`src/rtl/sd_wrrarb_n_if.sv`:
```
// sd_wrrarb_n_if
// Bundles the request side, weight configuration and output side of the
// weighted round-robin arbiter so they travel as one port.
//   c_data     : all requester data, requester i at [i*width +: width]
//   c_srdy     : per-requester source-ready
//   c_drdy     : per-requester accept (at most one bit set)
//   cfg_wr     : weight write strobe
//   cfg_idx    : index of the weight to write
//   cfg_weight : weight value to write
//   p_data     : registered output data
//   p_grant    : one-hot source of p_data, zero when p_srdy is low
//   p_srdy     : registered output valid
//   p_drdy     : downstream accept
// The master modport is the side that drives requests/config and accepts
// output; the slave modport is the arbiter itself.
interface sd_wrrarb_n_if #(
   parameter int inputs    = 4,
   parameter int width     = 8,
   parameter int weight_sz = 3
);
   localparam int idxSz = $clog2(inputs);

   logic [inputs*width-1:0] c_data;
   logic [inputs-1:0]       c_srdy;
   logic [inputs-1:0]       c_drdy;
   logic                    cfg_wr;
   logic [idxSz-1:0]        cfg_idx;
   logic [weight_sz-1:0]    cfg_weight;
   logic [width-1:0]        p_data;
   logic [inputs-1:0]       p_grant;
   logic                    p_srdy;
   logic                    p_drdy;

   modport master (
      output c_data, c_srdy, cfg_wr, cfg_idx, cfg_weight, p_drdy,
      input  c_drdy, p_data, p_grant, p_srdy
   );

   modport slave (
      input  c_data, c_srdy, cfg_wr, cfg_idx, cfg_weight, p_drdy,
      output c_drdy, p_data, p_grant, p_srdy
   );
endinterface

```
`src/rtl/sd_wrrarb_n.sv`:
```
// sd_wrrarb_n
// Weighted round-robin arbiter with a one-entry registered output stage.
// Each requester owns a weight and a credit counter; a requester keeps the
// round pointer while it still has credits, so it is served in bursts of
// up to its weight. When nobody with credits is asking, credits are reloaded
// from the weights in a one-cycle bubble.
// Ports:
//   clk   : single clock, rising edge
//   reset : synchronous, active-high
//   bus   : sd_wrrarb_n_if slave modport (request, config and output sides)
module sd_wrrarb_n #(
   parameter int inputs    = 4,
   parameter int width     = 8,
   parameter int weight_sz = 3
) (
   input  logic         clk,
   input  logic         reset,
   sd_wrrarb_n_if.slave bus
);
   localparam int idxSz = $clog2(inputs);

   typedef logic [idxSz-1:0]     idx_t;
   typedef logic [idxSz:0]       wide_t;
   typedef logic [weight_sz-1:0] wt_t;

   wt_t [inputs-1:0]  wt_q, wt_d;
   wt_t [inputs-1:0]  cr_q, cr_d;
   idx_t              ptr_q, ptr_d;
   logic [width-1:0]  p_data_q, p_data_d;
   logic [inputs-1:0] p_grant_q, p_grant_d;
   logic              p_srdy_q, p_srdy_d;

   logic [inputs-1:0] eligible;
   logic [inputs-1:0] selOneHot;
   logic [inputs-1:0] cDrdy;
   logic              anyEligible;
   logic              canReload;
   logic              outFree;
   logic              xfer;
   logic              reload;
   logic              found;
   idx_t              sel;
   idx_t              cand;
   idx_t              selNext;
   wide_t             candWide;
   wide_t             nextWide;

   // Arbitration: work out who may go this cycle. Eligibility needs both a
   // request and a remaining credit. The circular scan starts at the round
   // pointer; the pointer is always below inputs, so one conditional
   // subtract is enough to wrap. A reload is only wanted when nobody is
   // eligible but some requester with a nonzero weight is asking, which
   // keeps zero-weight requesters from spinning the reload forever.
   always_comb begin
      eligible  = '0;
      canReload = 1'b0;
      for (int i = 0; i < inputs; i++) begin
         eligible[i] = bus.c_srdy[i] && (cr_q[i] != '0);
         if (bus.c_srdy[i] && (wt_q[i] != '0)) begin
            canReload = 1'b1;
         end
      end
      anyEligible = |eligible;

      sel      = '0;
      found    = 1'b0;
      cand     = '0;
      candWide = '0;
      for (int k = 0; k < inputs; k++) begin
         candWide = {1'b0, ptr_q} + wide_t'(k);
         if (candWide >= wide_t'(inputs)) begin
            candWide = candWide - wide_t'(inputs);
         end
         cand = candWide[idxSz-1:0];
         if (!found && eligible[cand]) begin
            sel   = cand;
            found = 1'b1;
         end
      end

      nextWide = {1'b0, sel} + wide_t'(1);
      if (nextWide >= wide_t'(inputs)) begin
         nextWide = '0;
      end
      selNext = nextWide[idxSz-1:0];

      selOneHot      = '0;
      selOneHot[sel] = 1'b1;

      // The output register can take a new item when empty or being drained.
      // Reset forces every accept low, and a stalled output freezes credits.
      outFree = !p_srdy_q || bus.p_drdy;
      xfer    = !reset && anyEligible && outFree;
      reload  = !reset && !anyEligible && canReload && outFree;
      cDrdy   = xfer ? selOneHot : '0;
   end

   // Next state: a transfer spends one credit and loads the output register.
   // The pointer stays on the winner while it has credit left and moves past
   // it once the last credit is spent. Reload copies the current (pre-write)
   // weights; a config write only touches the weight, never the credits.
   always_comb begin
      wt_d      = wt_q;
      cr_d      = cr_q;
      ptr_d     = ptr_q;
      p_data_d  = p_data_q;
      p_grant_d = p_grant_q;
      p_srdy_d  = p_srdy_q;

      if (xfer) begin
         cr_d[sel] = cr_q[sel] - wt_t'(1);
         ptr_d     = (cr_q[sel] == wt_t'(1)) ? selNext : sel;
         p_data_d  = bus.c_data[int'(sel)*width +: width];
         p_grant_d = selOneHot;
         p_srdy_d  = 1'b1;
      end else begin
         if (reload) begin
            cr_d = wt_q;
         end
         if (bus.p_drdy) begin
            p_srdy_d  = 1'b0;
            p_grant_d = '0;
         end
      end

      if (bus.cfg_wr && ({1'b0, bus.cfg_idx} < wide_t'(inputs))) begin
         wt_d[bus.cfg_idx] = bus.cfg_weight;
      end
   end

   // State registers. Reset wins over everything else in the same cycle,
   // drops any held output item and restores every weight to 1.
   always_ff @(posedge clk) begin
      if (reset) begin
         for (int i = 0; i < inputs; i++) begin
            wt_q[i] <= wt_t'(1);
            cr_q[i] <= '0;
         end
         ptr_q     <= '0;
         p_data_q  <= '0;
         p_grant_q <= '0;
         p_srdy_q  <= 1'b0;
      end else begin
         wt_q      <= wt_d;
         cr_q      <= cr_d;
         ptr_q     <= ptr_d;
         p_data_q  <= p_data_d;
         p_grant_q <= p_grant_d;
         p_srdy_q  <= p_srdy_d;
      end
   end

   assign bus.c_drdy  = cDrdy;
   assign bus.p_data  = p_data_q;
   assign bus.p_grant = p_grant_q;
   assign bus.p_srdy  = p_srdy_q;
endmodule

```
`src/flat_wrapper.sv`:
```
// flat-port wrapper written by rule: the top's interface ports become plain ports
module sd_wrrarb_n_flat 
#(
   parameter int inputs    = 4,
   parameter int width     = 8,
   parameter int weight_sz = 3
)
  (clk, reset, bus_c_data, bus_c_srdy, bus_cfg_wr, bus_cfg_idx, bus_cfg_weight, bus_p_drdy, bus_c_drdy, bus_p_data, bus_p_grant, bus_p_srdy);
  sd_wrrarb_n_if #(.inputs(inputs), .width(width), .weight_sz(weight_sz)) bus_i ();
  input  logic clk;
  input  logic reset;
  input wire logic [$bits(bus_i.c_data)-1:0] bus_c_data;
  input wire logic [$bits(bus_i.c_srdy)-1:0] bus_c_srdy;
  input wire logic [$bits(bus_i.cfg_wr)-1:0] bus_cfg_wr;
  input wire logic [$bits(bus_i.cfg_idx)-1:0] bus_cfg_idx;
  input wire logic [$bits(bus_i.cfg_weight)-1:0] bus_cfg_weight;
  input wire logic [$bits(bus_i.p_drdy)-1:0] bus_p_drdy;
  output wire logic [$bits(bus_i.c_drdy)-1:0] bus_c_drdy;
  output wire logic [$bits(bus_i.p_data)-1:0] bus_p_data;
  output wire logic [$bits(bus_i.p_grant)-1:0] bus_p_grant;
  output wire logic [$bits(bus_i.p_srdy)-1:0] bus_p_srdy;
  assign bus_i.c_data = bus_c_data;
  assign bus_i.c_srdy = bus_c_srdy;
  assign bus_i.cfg_wr = bus_cfg_wr;
  assign bus_i.cfg_idx = bus_cfg_idx;
  assign bus_i.cfg_weight = bus_cfg_weight;
  assign bus_i.p_drdy = bus_p_drdy;
  assign bus_c_drdy = bus_i.c_drdy;
  assign bus_p_data = bus_i.p_data;
  assign bus_p_grant = bus_i.p_grant;
  assign bus_p_srdy = bus_i.p_srdy;
  sd_wrrarb_n #(.inputs(inputs), .width(width), .weight_sz(weight_sz)) u_core (.clk(clk), .reset(reset), .bus(bus_i));
endmodule
```
`config.mk`:
```
export PLATFORM = sky130hd
export DESIGN_NAME = sd_wrrarb_n_flat
export DESIGN_NICKNAME = d
export VERILOG_FILES = /design/src/rtl/sd_wrrarb_n_if.sv /design/src/rtl/sd_wrrarb_n.sv /design/src/flat_wrapper.sv
export SDC_FILE = /design/constraint.sdc
export NUM_CORES = 1
export LEC_CHECK = 0
export CAP_MARGIN = 40
export CORE_ASPECT_RATIO = 2
export CORE_MARGIN = 2
export CORE_UTILIZATION = 40
export CTS_BUF_LIST = sky130_fd_sc_hd__clkbuf_16
export DETAILED_ROUTE_END_ITERATION = 10
export PLACE_DENSITY = 0.69
export SYNTH_ARGS = -nofsm -noshare
export SYNTH_HDL_FRONTEND = slang
export SYNTH_SLANG_ARGS = --single-unit
```
`constraint.sdc`:
```
create_clock -name clk -period 3.4 [get_ports clk]
set_input_delay 0.85 -clock clk [delete_from_list [all_inputs] [get_ports clk]]
set_output_delay 0.85 -clock clk [all_outputs]
set_load 0.01 [all_outputs]
```
clock_map.png
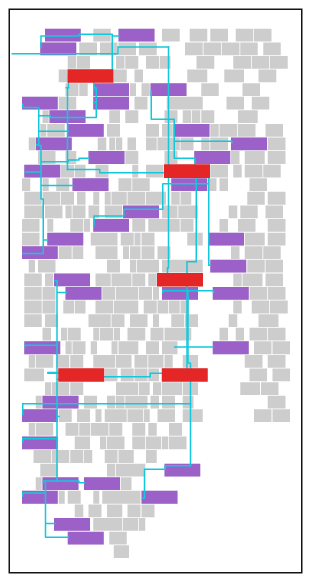
cells driving clock nets: marked red, count 5. clock wires: marked cyan, length 607 um. flip-flops: marked purple, count 39.
There are 6 routed clock nets. Position of the flops: all over the die.

wire_density.png
The die is cut into 12 by 22 equal tiles; black is low, pale yellow is high, scaled to the fullest tile. Values are wire area over tile area, all layers added.
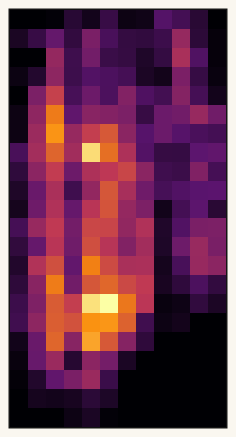
The emptiest ninth of the die: bottom right. The mean over all tiles is 0.19. 14% of the tiles are over half the peak. The fullest tile reaches 0.74. 17% of the tiles are nearly empty. The densest ninth of the die: middle.

final_placement.png
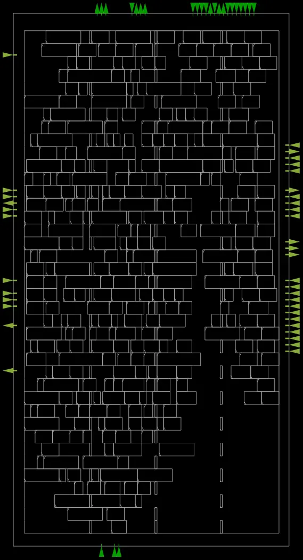
flop count: 39
post-route insts no fill: 413
Rows: 39
Tapcells: 61
post-layout util: 60.7%

gate_families.png
Bar = 20 um.
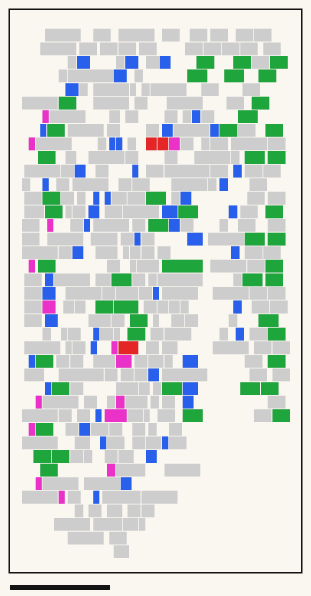
AND and OR gates: marked red, cells 3. NOR gates: marked magenta, cells 15, most used nor2_1. multiplexers: marked green, cells 47, most used mux2i_1, where all over the die. NAND gates: marked blue, cells 49, most used nand2_1.

zoom.png
Bar = 10 um. Window x 17 to 42, y 21 to 46 um. Cells in gray, sequential cells in the stronger gray; small squares are vias.
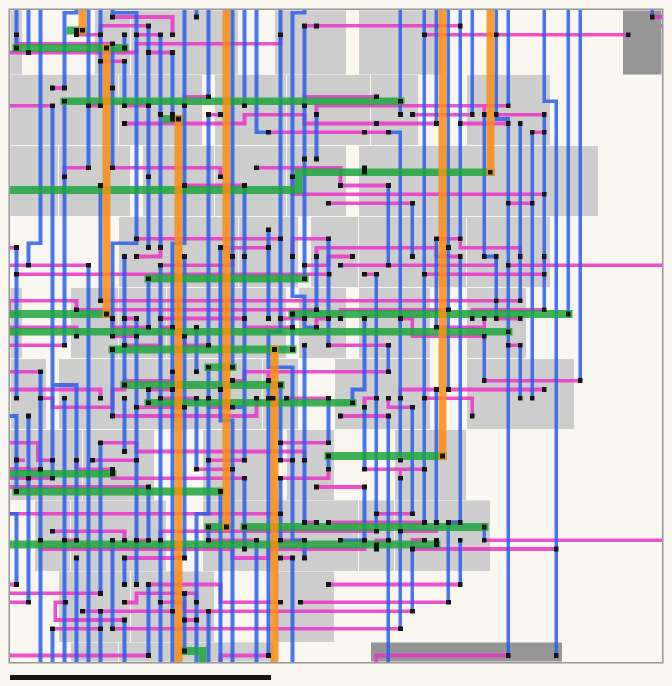
met3: marked green. met2: marked blue. met1: marked magenta. met4: marked orange.
Sequential cells in the window: 0. 46 logic cells have their middle in the window. Most frequent: buf_4 (10), a21oi_1 (4), nand2_1 (3).

==> results.json <==
{
  "outcome": "finished clean",
  "rrSetupSlack_ns": 0.40,
  "grt_pass1_vias": 2380,
  "min_from": "u_core.bus.p_data[5]",
  "routed-wl-met2_mm": 4.02,
  "fmax_mhz": 301,
  "cts.sinks": 39,
  "seq_share_pct": 22.5,
  "routed_via_density": 5.81,
  "yosys_warnings": 0,
  "nClkBuffers": 5,
  "crit_arrival_ns": 2.48,
  "use_met3_pct": 5.88,
  "met1_usage_pct": 22.6,
  "drt_iter0_markers": 94,
  "m1WireLength_mm": 2.44,
  "cp_max_fo": 4,
  "hold_buffers": 0,
  "cts_tree": "yes",
  "clk_path_buf_depth": 2,
  "layout.nonclk_buf_share_pct": 27.1,
  "fin_ws_ns": 0.0727,
  "die_w_um": 58.2,
  "cp_slowest_stage_delay_ns": 0.41
}
